[config.mk]
export PLATFORM = sky130hd
export DESIGN_NAME = frame_packer
export DESIGN_NICKNAME = d
export VERILOG_FILES = /design/src/rtl/frame_packer.sv
export SDC_FILE = /design/constraint.sdc
export NUM_CORES = 1
export LEC_CHECK = 0
export ABC_AREA = 0
export ABC_CLOCK_PERIOD_IN_PS = 6300
export CAP_MARGIN = 20
export CORE_ASPECT_RATIO = 0.6
export CORE_MARGIN = 10
export CORE_UTILIZATION = 56
export CTS_CLUSTER_DIAMETER = 200
export DETAILED_ROUTE_END_ITERATION = 10
export PLACE_DENSITY = 0.91
export SLEW_MARGIN = 25
export SYNTH_ARGS = -nofsm -noshare
export SYNTH_HDL_FRONTEND = slang
export SYNTH_SLANG_ARGS = --single-unit
[constraint.sdc]
create_clock -name clk -period 6.3 [get_ports clk]
set_input_delay 1.575 -clock clk [delete_from_list [all_inputs] [get_ports clk]]
set_output_delay 1.575 -clock clk [all_outputs]
set_load 0.02 [all_outputs]
[src/rtl/frame_packer.sv]
// frame_packer: packs 2- or 3-bit encoder symbols MSB-first into 276-bit frames.
// The assembly register fills while the output register holds the previous frame.
// Optional feature: define PACKER_PAD_EN to let i_flush zero-pad and close a partial frame.
module frame_packer #(
    parameter int unsigned FRAME_W = 276,
    parameter int unsigned SYM_W   = 3
) (
    input  logic               clk,
    input  logic               rst,
    input  logic               i_code_rate,
    input  logic [SYM_W-1:0]   i_sym,
    input  logic               i_sym_valid,
    output logic               o_sym_ready,
    input  logic               i_flush,
    output logic [FRAME_W-1:0] o_frame,
    output logic               o_frame_valid,
    input  logic               i_frame_ready,
    output logic [7:0]         o_sym_cnt
);

    typedef enum logic [1:0] {StIdle, StFill, StHold} state_e;

    localparam logic [7:0] SymsRate2 = 8'(FRAME_W / 2);
    localparam logic [7:0] SymsRate3 = 8'(FRAME_W / 3);

`ifdef PACKER_PAD_EN
    localparam bit PadEn = 1'b1;
`else
    localparam bit PadEn = 1'b0;
    logic unused_flush;
    assign unused_flush = i_flush;
`endif

    state_e             state_q, state_d;
    logic [7:0]         cnt_q, cnt_d;
    logic               rate_q, rate_d;
    logic [FRAME_W-1:0] asm_q, asm_d;
    logic [FRAME_W-1:0] frame_q, frame_d;
    logic               frame_valid_q, frame_valid_d;

    logic               accept;
    logic               frame_hs;
    logic               out_free;
    logic               rate_eff;
    logic [7:0]         syms_per_frame;
    logic [9:0]         shamt;
    logic [SYM_W-1:0]   sym_masked;
    logic [FRAME_W-1:0] asm_wr;
    logic               close;

    assign o_sym_ready   = (state_q != StHold);
    assign o_frame       = frame_q;
    assign o_frame_valid = frame_valid_q;
    assign o_sym_cnt     = cnt_q;

    assign accept   = i_sym_valid && o_sym_ready;
    assign frame_hs = frame_valid_q && i_frame_ready;
    assign out_free = !frame_valid_q || i_frame_ready;

    // Symbol placement: the rate is taken live for the first symbol, latched afterwards.
    always_comb begin
        rate_eff       = (cnt_q == 8'd0) ? i_code_rate : rate_q;
        syms_per_frame = rate_eff ? SymsRate3 : SymsRate2;
        sym_masked     = rate_eff ? i_sym : {1'b0, i_sym[1:0]};
        shamt          = 10'(FRAME_W) - ((10'(cnt_q) + 10'd1) * (rate_eff ? 10'd3 : 10'd2));
        // asm is cleared on every transfer, so OR-ing in a symbol is a write and
        // positions never written stay zero (this is also the flush padding).
        asm_wr         = asm_q | ({{(FRAME_W-SYM_W){1'b0}}, sym_masked} << shamt);
    end

    // Assembly FSM next state, counters and output-register transfer.
    always_comb begin
        state_d       = state_q;
        cnt_d         = cnt_q;
        rate_d        = rate_q;
        asm_d         = asm_q;
        frame_d       = frame_q;
        frame_valid_d = frame_valid_q && !frame_hs;
        close         = 1'b0;

        unique case (state_q)
            StIdle, StFill: begin
                if (accept) begin
                    asm_d   = asm_wr;
                    cnt_d   = cnt_q + 8'd1;
                    rate_d  = rate_eff;
                    state_d = StFill;
                end
                close = (accept && (cnt_q + 8'd1 == syms_per_frame)) ||
                        (PadEn && i_flush && (state_q == StFill));
                if (close) begin
                    if (out_free) begin
                        frame_d       = asm_d;
                        frame_valid_d = 1'b1;
                        asm_d         = '0;
                        cnt_d         = 8'd0;
                        state_d       = StIdle;
                    end else begin
                        cnt_d   = syms_per_frame;
                        state_d = StHold;
                    end
                end
            end
            StHold: begin
                if (frame_hs) begin
                    frame_d       = asm_q;
                    frame_valid_d = 1'b1;
                    asm_d         = '0;
                    cnt_d         = 8'd0;
                    state_d       = StIdle;
                end
            end
            default: state_d = StIdle;
        endcase
    end

    // State registers; reset drops any partial and pending frame.
    always_ff @(posedge clk or negedge rst) begin
        if (!rst) begin
            state_q       <= StIdle;
            cnt_q         <= 8'd0;
            rate_q        <= 1'b0;
            asm_q         <= '0;
            frame_q       <= '0;
            frame_valid_q <= 1'b0;
        end else begin
            state_q       <= state_d;
            cnt_q         <= cnt_d;
            rate_q        <= rate_d;
            asm_q         <= asm_d;
            frame_q       <= frame_d;
            frame_valid_q <= frame_valid_d;
        end
    end

endmodule

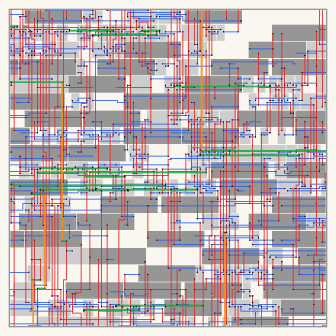
Figure 1: a small window of the routed layout.
Window x 190 to 240, y 110 to 160 um. Cells in gray, sequential cells in the stronger gray; small squares are vias.
color	layer
blue	metal 1
green	metal 3
red	metal 2
orange	metal 4
sequential cells in the window	47
netlist names of flops here include	`asm_q` (28), `o_frame` (19)
cells with their middle in the window	178
most frequent	dfrtp_1 (47), a21oi_1 (32), nand2_1 (31)

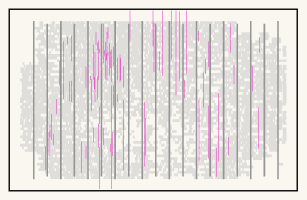
Figure 2: metal 4.
Scale: 1 px per um. Supply wires on this layer in gray. Cells faint in the background.
main direction	vertical
wire length on this layer	2270 um
share of all routed wire	2.9%
nets with wire on the layer	60

==> notes.md <==
fresh numbers from the pnr run: fin. max-slew vios 0, TritonRoute pass-1 iters 7, Die ar. 51600 um^2, ant diodes 0, DRC violation count after routing 0, Critical Path Most Common Cell buf_4, Hold Path Origin o_frame[191], Worst R2R End asm_q[185], Worst Setup SP i_code_rate, wire length per cell about 23 um, clock period minus worst slack roughly 5.6 ns, reg-to-reg startpoint o_sym_cnt[1], detailed route wirelength on metal3 ~9 mm, met2 usage around 45%, final worst-path setup slack approximately 0.66 ns, PD cells approximately 430 nW/um^2, CTS tree yes, WHS Path Cells 2, post-synth top area share around 59%, worst min-delay path class reg2reg, initial antenna violation count 1, Die H roughly 180 um, number of sequential cells ~560, RSZ-0062 raised after global routing false, post-synthesis simple-gate area fraction between 10% and 20%, # setup viols final 0, largest net degree at the start of global routing between 150 and 200, buffer share of cell area roughly 14%, met1 usage around two fifths, Pre-Place Util between 50% and 60%, register area roughly 14000 um^2, H-tree Lvls 2, pre-CTS setup slack approximately 0.23 ns, Post-CTS Setup Inserts 0, status finished, final reports clean, R2R depth 20, Min-Delay Endpoint o_frame[191], Cell Rows about 58, Synth top cell by count dfrtp_1, area added between synthesis and finish 24.7%, ys flop type dfrtp_1, max incr delay on CP roughly 0.5 ns, Clock net power between 3 and 4 mW, main logic family after synthesis AND-OR/OR-AND gates, vias in the first global route 20300, Post-Syn Nets between 2000 and 2500, IR drop worst, VDD 0.000578 V, via count between 20000 and 25000, hold_buf cts 0, Crit Path Max Fanout 10, hold slack approximately 0.47 ns, largest power group combinational cells, vias per cell between 6 and 7, P_int 7.73 mW, fraction of area in registers roughly 47%, antenna-violating nets left 0, bufs w/o clock roughly 440, YS warnings 0, Post-Syn Area between 20000 and 25000 um^2, Unique cell types about 80, Post-Syn Instances 2433, max_cap viols 0, Fill cells just under 3000, Resized cells post-CTS 0, Clock Latency Late Sink about 0.6 ns, XOR Share, Synth less than 1%, placed instance count between 3000 and 4000, fin cells about 3300, Seq/Total Area, Yosys around 59%, total power about 13 mW, Core ar. 42000 um^2, Inverters, non-clock 25, Critical Path AT 6.12 ns, share of cells above drive strength 1 around a tenth, Logic pwr share 39.4%, Tot GR Track Use between 20 and 30%, adder-cell share of the synthesized area less than 1%, logic area between 8000 and 9000 um^2, minimum setup slack among reg-to-reg paths just over 1 ns, Tcrit/Tclk final 89.5%, sequential share of power 35.6%, WL final 77.9 mm, Leading cell kind flip-flops and latches, ClkCell Share under 10%, critical path's slowest cell clkdlybuf4s50_1, Comb power a little over 5 mW, yosys stat cell total about 2400, most frequent cells in the layout dfrtp_1, nand2_1, a21oi_1, clkdlybuf4s50_1, nor2_1, wire length on met2 between 30 and 40 mm, utilization after layout a little over two thirds, Final Instance Area 29800 um^2, M1 WL approximately 31 mm, root buf cell clkbuf_16, multi-input gates 1662, synthesized area per cell just under 10 um^2, first-pass GRT wire length ~120 mm, Post-synth ARST share 100%, worst rel slew slack between 20% and 30%, flip-flops with a built-in enable 0, most instantiated cells after synthesis dfrtp_1, nand2_1, a21oi_1, Top cell excl fill/tap dfrtp_1, Final #Nets between 2000 and 3000, top post-synthesis cells by area dfrtp_1, nand2_1, a21oi_1, max layer used met4, total grt overflow 0, Yosys reg bits approximately 560, # port buffers between 200 and 300, Least-Margin Pin Slew 1.07 ns, clock share of power ~25%, GR Util met3 under 10%, I/O pin count 295, grt peak-use layer met2, Worst-path clk slew roughly 0.07 ns, tapcell count around 570, Net Sw Power ~5.2 mW, Final HPWL DP 54.4 mm, clock buffer depth 3, crit end category flop, CP Depth 18, width of the die approximately 290 um, f_max approximately 180 MHz, Seq. pwr between 4 and 5 mW, Synth area leader dfrtp_1, Area after DPL 28000 um^2, yosys aoi share approximately 20%, combinational share of cell area 29.7%, DRT iter0 DRCs roughly 2600, CP Launch Type primary input, mux share less than 1%, Clock Sinks 564, Placer Congestion 0.982, Log Warnings 38, crit path to asm_q[185]
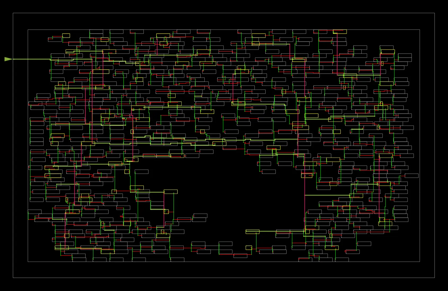
Figure 3: clock routing.
Clock Skews: 0.0248 ns
CLK BUF: 71
total CTS buffers: 50

Power is estimated from default activity; no workload was simulated.
